### config.mk
export PLATFORM = sky130hd
export DESIGN_NAME = bi_gray_flat
export DESIGN_NICKNAME = d
export VERILOG_FILES = /design/src/rtl/bi_gray_if.sv /design/src/rtl/bi_gray.sv /design/src/flat_wrapper.sv
export SDC_FILE = /design/constraint.sdc
export NUM_CORES = 1
export LEC_CHECK = 0
export CAP_MARGIN = 20
export CORE_AREA = 5 5 42 44
export DETAILED_ROUTE_END_ITERATION = 6
export DIE_AREA = 0 0 47 49
export PLACE_DENSITY = 0.38
export SYNTH_ARGS = -nofsm -noshare
export SYNTH_HDL_FRONTEND = slang
export SYNTH_SLANG_ARGS = --single-unit
### constraint.sdc
create_clock -name clk -period 0.8 [get_ports clk]
set_clock_uncertainty 0.05 [all_clocks]
set_input_delay 0.08 -clock clk [delete_from_list [all_inputs] [get_ports clk]]
set_output_delay 0.08 -clock clk [all_outputs]
set_load 0.01 [all_outputs]
### src/rtl/bi_gray_if.sv
// ---------------------------------------------------------------------------
// bi_gray_if: request/result bundle for the bi_gray code converter.
//   b         : input word (binary when mode=0, Gray when mode=1)
//   in_valid  : qualifies b/mode on the rising clock edge
//   mode      : 0 = binary-to-Gray, 1 = Gray-to-binary
//   g         : registered converted word
//   out_valid : high for the cycle after an accepted input
//   par       : registered Gray-domain parity (only with BI_GRAY_PARITY_EN)
// Modports: master drives the request and samples the result; slave is the
// converter.
// ---------------------------------------------------------------------------
interface bi_gray_if #(
  parameter int unsigned WIDTH = 4
);
  logic [WIDTH-1:0] b;
  logic             in_valid;
  logic             mode;
  logic [WIDTH-1:0] g;
  logic             out_valid;
`ifdef BI_GRAY_PARITY_EN
  logic             par;

  modport master (output b, output in_valid, output mode,
                  input  g, input  out_valid, input par);
  modport slave  (input  b, input  in_valid, input  mode,
                  output g, output out_valid, output par);
`else
  modport master (output b, output in_valid, output mode,
                  input  g, input  out_valid);
  modport slave  (input  b, input  in_valid, input  mode,
                  output g, output out_valid);
`endif
endinterface

### src/rtl/bi_gray.sv
// ---------------------------------------------------------------------------
// bi_gray: registered binary<->Gray converter, one word per clock, one cycle
// of latency.
//   clk   : rising-edge clock
//   rst_n : asynchronous active-low reset (clears g, out_valid, par)
//   bus   : bi_gray_if.slave (b, in_valid, mode in; g, out_valid[, par] out)
// Optional feature macro: BI_GRAY_PARITY_EN adds the registered par output,
// the XOR-reduction of the Gray-domain word.
// Parameter WIDTH: word width, legal range 2..32.
// ---------------------------------------------------------------------------
module bi_gray #(
  parameter int unsigned WIDTH = 4
) (
  input  logic      clk,
  input  logic      rst_n,
  bi_gray_if.slave  bus
);

  localparam int unsigned W = WIDTH;

  logic [W-1:0] conv_c;
  logic [W-1:0] g_d,  g_q;
  logic         vld_d, vld_q;

  // Combinational conversion of the presented word.
  // Gray-to-binary bit i is the XOR of all Gray bits from the MSB down to i,
  // written as a reduction of a shifted word so there is no ripple feedback.
  always_comb begin
    conv_c = '0;
    if (bus.mode) begin
      for (int unsigned i = 0; i < W; i++) begin
        conv_c[i] = ^(bus.b >> i);
      end
    end else begin
      conv_c = bus.b ^ (bus.b >> 1);
    end
  end

  // Next-state: load on accept, otherwise hold g and drop valid.
  always_comb begin
    g_d   = g_q;
    vld_d = 1'b0;
    if (bus.in_valid) begin
      g_d   = conv_c;
      vld_d = 1'b1;
    end
  end

  always_ff @(posedge clk or negedge rst_n) begin
    if (!rst_n) begin
      g_q   <= '0;
      vld_q <= 1'b0;
    end else begin
      g_q   <= g_d;
      vld_q <= vld_d;
    end
  end

  assign bus.g         = g_q;
  assign bus.out_valid = vld_q;

`ifdef BI_GRAY_PARITY_EN
  logic par_c;
  logic par_d, par_q;

  // Gray-domain parity: in mode 0 the parity of the Gray output collapses
  // to b[0]; in mode 1 the Gray word is the input itself.
  always_comb begin
    par_c = bus.mode ? (^bus.b) : bus.b[0];
    par_d = par_q;
    if (bus.in_valid) begin
      par_d = par_c;
    end
  end

  always_ff @(posedge clk or negedge rst_n) begin
    if (!rst_n) begin
      par_q <= 1'b0;
    end else begin
      par_q <= par_d;
    end
  end

  assign bus.par = par_q;
`endif

endmodule

### src/flat_wrapper.sv
// flat-port wrapper written by rule: the top's interface ports become plain ports
module bi_gray_flat 
#(
  parameter int unsigned WIDTH = 4
)
  (clk, rst_n, bus_b, bus_in_valid, bus_mode, bus_g, bus_out_valid);
  bi_gray_if #(.WIDTH(WIDTH)) bus_i ();
  input  logic clk;
  input  logic rst_n;
  input wire logic [$bits(bus_i.b)-1:0] bus_b;
  input wire logic [$bits(bus_i.in_valid)-1:0] bus_in_valid;
  input wire logic [$bits(bus_i.mode)-1:0] bus_mode;
  output wire logic [$bits(bus_i.g)-1:0] bus_g;
  output wire logic [$bits(bus_i.out_valid)-1:0] bus_out_valid;
  assign bus_i.b = bus_b;
  assign bus_i.in_valid = bus_in_valid;
  assign bus_i.mode = bus_mode;
  assign bus_g = bus_i.g;
  assign bus_out_valid = bus_i.out_valid;
  bi_gray #(.WIDTH(WIDTH)) u_core (.clk(clk), .rst_n(rst_n), .bus(bus_i));
endmodule
### Cell outlines without signal wires, run 1

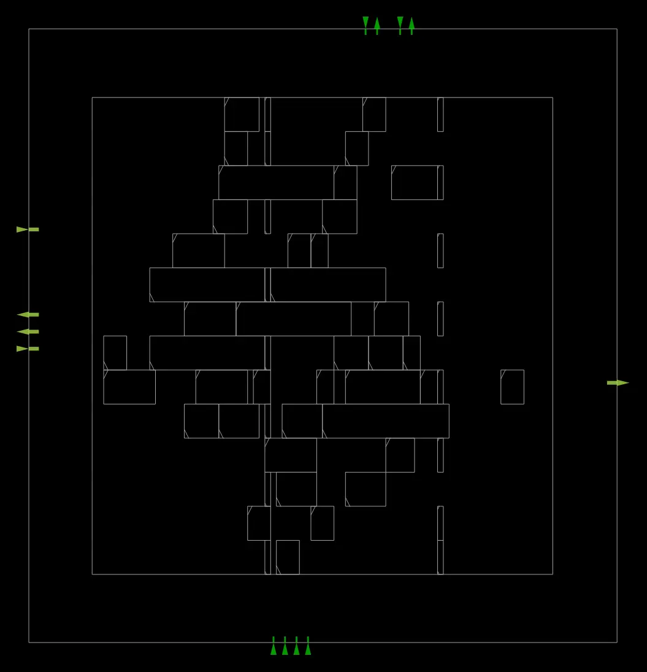
fill count: 162
Util after Layout: 29.8%

### Metal 3, run 1

The bar under the picture is 10 microns long.
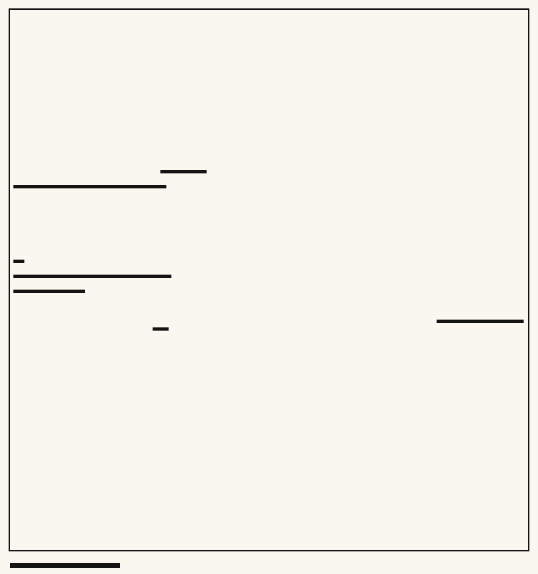
- wire length on this layer: 46.9 microns
- main direction: horizontal
- nets with wire on the layer: 6
number of vias in the routed layout: 216
M3 GR Usage: 4.06%
WL final: 555 microns

==> run_results.csv, run 1 <==
group,metric,value,unit
run_status,status,"complete, but fails checks",
run_status,violations,"negative hold slack, negative setup slack",
timing,tightest_slew,0.224,ns
drt,dr_wl_met2,275,microns
synthesis,top_cells_by_area,"dfrtp_1 55%, mux2_2 9.8%, xnor2_1 7.7%, xor2_1 7.7%, o311ai_1 3.8%",
synthesis,top_logic_kind,"XOR/XNOR gates",
power_and_ir_drop,p_sw,0.217,mW
power_and_ir_drop,clk-power,0.295,mW
drt,ant_nets,0,
min_path,min_path_type,"primary input to async pin",
critical_path,max_stage_delay,0.38,ns
drt,routedWlPerCell,9.91,microns
drt,routed.top_layer,"met4",
synthesis,syn_nets,28,
drt,drc,0,
floorplan,die_area,2300,sq um
floorplan,die_w,47,microns
clocking,cts_buffer_depth,2,
layout,drive_above_1_share,55.0,%
clocking,cts_max_level,1,
timing,finalHoldViolCount,4,
timing,hold_slack,-0.000874,ns
floorplan,die-height,49,microns
power_and_ir_drop,p_total,0.803,mW
critical_path,crit_arrival,0.76,ns
global_routing,first_global_vias,237,
synthesis,ys_chip_area,229,sq um
synthesis,ys_sh_adder,0,%
power_and_ir_drop,combPwrFrac,25.5,%
global_routing,grt.total_usage,6.44,%
global_routing,overflow,0,
global_routing,grt_max_degree,6,
job,tool_warnings,29,
power_and_ir_drop,leakagePower,0.202,nW
global_routing,grt_use_met2,8.14,%
critical_path,required,0.67,ns
floorplan,row_count,14,
synthesis,synthAoiAreaFrac,9.29,%
drt,via_per_inst,3.86,
layout,synthToLayoutAreaGrowth,82.5,%
placed_design,postPlaceCellArea,392,sq um
timing,setup_ws,-0.0935,ns
global_routing,use_met1,7.14,%
critical_path,crit_fanout,2,
synthesis,simple_gate_area_share,7.65,%
timing,slew_viol_final,0,
synthesis,synth_area_per_cell,11.4,sq um
critical_path,crit_start,"u_core.bus.g[0]",
synthesis,top_area_cell,"dfrtp_1",
synthesis,synth-cells-yosys,20,
power_and_ir_drop,pg_seq,0.304,mW
placed_design,placedCellCount,51,
power_and_ir_drop,top_power_group,"sequential cells",
drt,met3_length,46,microns
clocking,cts_tree,"built",
global_routing,antenna_found_initial,0,
synthesis,ys_sh_xor,15.3,%
placed_design,gp_congestion,0.654,
global_routing,grt_first_pass_wirelength,1.01,mm
timing,layout_min_cycle_time,0.894,ns
critical_path,cp_num_buf_inv,1,
job,max_cap_violations,0,
synthesis,numSynthFlops,5,
timing,setup-violations-final,7,
timing,rsz0062_at_grt,"yes",
timing,post-route-period-util,112,%
power_and_ir_drop,switching_share,27.0,%
power_and_ir_drop,clkPwrFrac,36.7,%
drt,first_iter_violations,3,
clocking,path_clk_slew,0.05,ns
### Placement density heat map, run 1

The die is cut into 9 by 10 equal tiles; black is low, pale yellow is high, 0 to 100% covered.
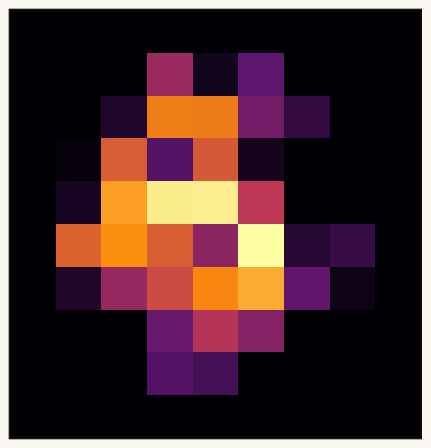
- fullest tile: 99%
- nearly empty tiles: 60%
- emptiest ninth of the die: bottom right
core area: 1400 sq um
Initial Util: 16.3%

### Gate families picked out, run 1

The bar under the picture is 10 microns long.
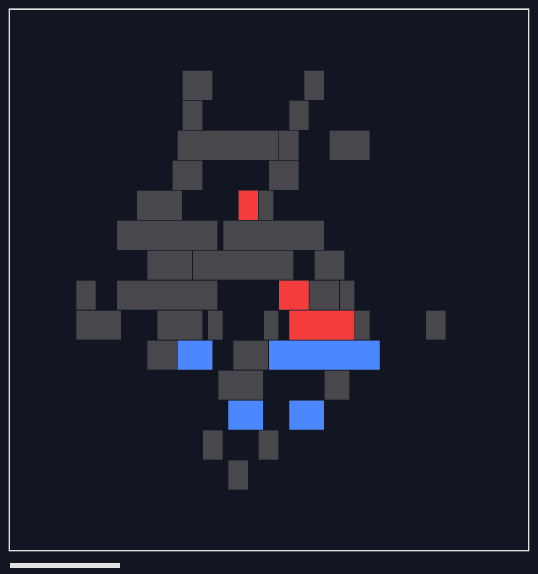
- red: aoi and oai cells (cells 3)
- blue: xor and xnor cells (cells 4)
Comb area share: 29.3%
fin cells: 56

run 1: layout make-up:
type | instances | area (sq um)
fillers | 162 | 983
repair buffers | 16 | 115
clock inverters | 1 | 5.00
clock buffers | 3 | 22.5
flip-flops and latches | 5 | 125
well taps | 16 | 20.0
inverters | 2 | 7.51
multi-input cells | 13 | 123
run 1: Yosys cell counts:
cell / instances
nor2_1: 1
xor2_1: 2
o211ai_1: 1
nand2_1: 2
inv_1: 2
or2_0: 1
a21oi_1: 1
dfrtp_1: 5
mux2_2: 2
xnor2_1: 2
o311ai_1: 1
run 1: registers in the layout, indices dropped and copies added (netlist names):
name	count
u_core.bus.out_valid	1
u_core.bus.g	4
run 1: timing repair:
item,CTS,global route
pin swaps,4,3
buffers inserted,1,0
hold buffers,0,0
gates cloned,0,0
endpoints found under the setup margin,9,8
gates resized,37,7
--- run 2 (diff from run 1) ---
HOLD_SLACK_MARGIN = 0.03   (was default)
### Gate families picked out, run 2

The bar under the picture is 10 microns long.
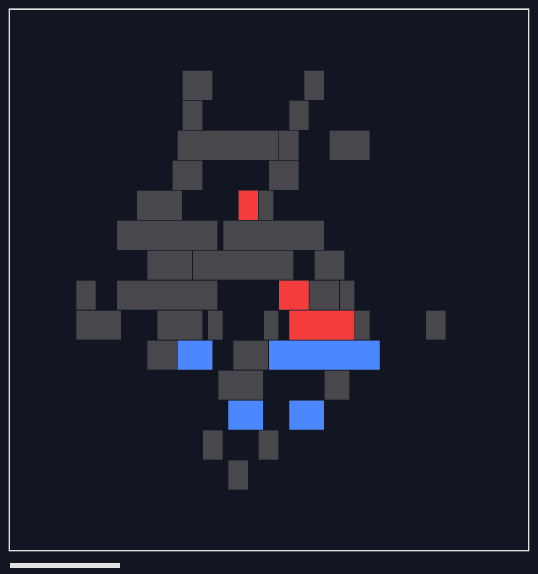
- red: aoi and oai cells (cells 3)
- blue: xor and xnor cells (cells 4)

==> run 2 against run 1 <==
The run still ends with negative hold slack, negative setup slack left. Sequential power hardly changed. Die area stayed put. Critical path depth stayed put. Global-route usage stayed put. Clock-buffer cell count stayed put. Sequential share of layout area stayed put. Core utilization stayed put. Worst hold slack stayed put. Setup slack stayed put. Cell count stayed put. Highest routed layer unchanged.
==> run_results.csv, run 2 <==
group,metric,value,unit
run_status,status,"complete, but fails checks",
run_status,violations,"negative hold slack, negative setup slack",
drt,first_iter_violations,3,
synthesis,synthMuxAreaShare,9.84,%
synthesis,synth_area,229,sq um
synthesis,synthAoiAreaFrac,9.29,%
drt,drc,0,
power_and_ir_drop,power_density,1920,nW/um^2
global_routing,antenna_found_initial,0,
timing,tightest_slew,0.224,ns
drt,via_per_inst,3.86,
floorplan,floorplanUtilization,16.3,%
timing,maxSlewHeadroom,85.0,%
synthesis,edf_count,0,
critical_path,crit_start,"u_core.bus.g[0]",
synthesis,synthDistinctLibCells,11,
layout,diodes,0,
placed_design,postPlaceCellArea,392,sq um
synthesis,yosys_most_used_dff,"dfrtp_1",
critical_path,cpLargestDelayFamily,"flip-flops",
clocking,cts_tree,"built",
synthesis,async_flop_share,100,%
critical_path,reg2reg_setup_slack,-0.01,ns
synthesis,ys_seq_share,54.6,%
floorplan,die_w,47,microns
global_routing,grt_first_pass_wirelength,1.01,mm
global_routing,grt_use_met2,8.14,%
synthesis,top_logic_kind,"XOR/XNOR gates",
layout,utilization,29.8,%
clocking,cts_max_level,1,
placed_design,numPortBuffers,12,
layout,largest_register_ffs,4,
floorplan,core_area,1400,sq um
critical_path,cpMaxStageDelayCell,"dfrtp_1",
timing,hold_slack,-0.000874,ns
synthesis,ys_chip_area,229,sq um
drt,met3_length,46,microns
clocking,clk_latency,0.25,ns
clocking,clock_sinks,5,
critical_path,required,0.67,ns
synthesis,top_area_cell,"dfrtp_1",
floorplan,ios,13,
critical_path,r2r_start,"u_core.bus.g[1]",
clocking,cts_buffers,3,
placed_design,placedCellCount,51,
floorplan,die-height,49,microns
timing,post-route-period-util,112,%
drt,wl_met1,218,microns
global_routing,grt.total_usage,6.44,%
job,tool_warnings,31,
synthesis,yosys_warnings,0,
timing,fmax,1120,MHz
synthesis,ys_sh_xor,15.3,%
critical_path,rr_worst_depth,1,
layout,nNetsFinal,49,
layout,lay_top_cells,"5 x buf_2, 5 x dfrtp_1",
timing,setup-violations-final,7,
critical_path,cp_num_buf_inv,1,
timing,layout_min_cycle_time,0.894,ns
floorplan,row_count,14,
drt,drt_pass1_iterations,2,
critical_path,path_depth,1,
clocking,path_clk_slew,0.05,ns
synthesis,numSynthFlops,5,
global_routing,first_global_vias,237,
drt,num_vias,216,
placed_design,gp_congestion,0.654,
layout,final_cells,56,
timing,setup_ws,-0.0935,ns
global_routing,use_met1,7.14,%
power_and_ir_drop,p_total,0.803,mW
critical_path,crit_arrival,0.76,ns
critical_path,start_kind,"flip-flop",
layout,final_area,418,sq um
placed_design,pre_cts_ws,-0.554,ns
timing,rsz0062_at_grt,"yes",
drt,dr_wl_met2,275,microns
clocking,cts_buffer_depth,2,
critical_path,cp-end-kind,"output port",
timing,tns,-0.424,ns
min_path,min_path_type,"primary input to async pin",
critical_path,crit_fanout,2,
critical_path,max_stage_delay,0.38,ns
clocking,clk_root_buffer_cell,"clkbuf_4",
synthesis,synth-cells-yosys,20,
synthesis,top_cells_by_area,"dfrtp_1 55%, mux2_2 9.8%, xnor2_1 7.7%, xor2_1 7.7%, o311ai_1 3.8%",
synthesis,syn_nets,28,
synthesis,top_area_share,54.6,%
synthesis,ys_sh_adder,0,%
drt,routedWlPerCell,9.91,microns
global_routing,grt-busiest-layer,"met2",
job,max_cap_violations,0,
global_routing,grt_max_degree,6,
drt,ant_nets,0,
synthesis,postSynthCellCount,20,
drt,wl,555,microns
layout,synthToLayoutAreaGrowth,82.5,%
critical_path,critPathKind,"flip-flop to output port",
power_and_ir_drop,ir_worst_vdd,0.000708,V
layout,fill_cells,162,
timing,slew_viol_final,0,
global_routing,overflow,0,
synthesis,simple_gate_area_share,7.65,%
global_routing,use_met3,4.06,%
critical_path,reg2reg_to,"u_core.bus.g[1]",
synthesis,synth_area_per_cell,11.4,sq um
timing,finalHoldViolCount,4,
layout,drive_above_1_share,55.0,%
placed_design,hpwl,451,microns
drt,routed.top_layer,"met4",
power_and_ir_drop,leakagePower,0.202,nW
critical_path,cp_cell_sequence,"buf_2",
critical_path,cp-endpoint,"bus_g[0]",
floorplan,die_area,2300,sq um
synthesis,yosysMostFrequentCell,"dfrtp_1",
-- run 2: what timing repair did --
item / 4_1_cts / 5_1_grt
setup endpoints to repair: 9 / 8
setup buffers: 1 / 0
resized: 37 / 7
pin swaps: 4 / 3
hold endpoints to repair: 5 / 4
-- run 2: area by class of cell --
cell class                      instances  area (sq um)  area share (%)
Tap cell                               16          20.0            4.79
Inverter                                2          7.51            1.80
Sequential cell                         5           125            29.9
Timing Repair Buffer                   16           115            27.5
Multi-Input combinational cell         13           123            29.3
Clock buffer                            3          22.5            5.39
Clock inverter                          1          5.00            1.20
-- run 2: where the power goes --
group          switching (mW)  total [mW]  leakage (nW)  internal, mW
Sequential             0.0182       0.304        0.0584         0.286
Combinational          0.0848       0.204         0.126         0.120
Clock                   0.114       0.295        0.0177         0.181
Total                   0.217       0.803         0.202         0.587
No activity file was given, so power comes from the tool's default toggle rates.
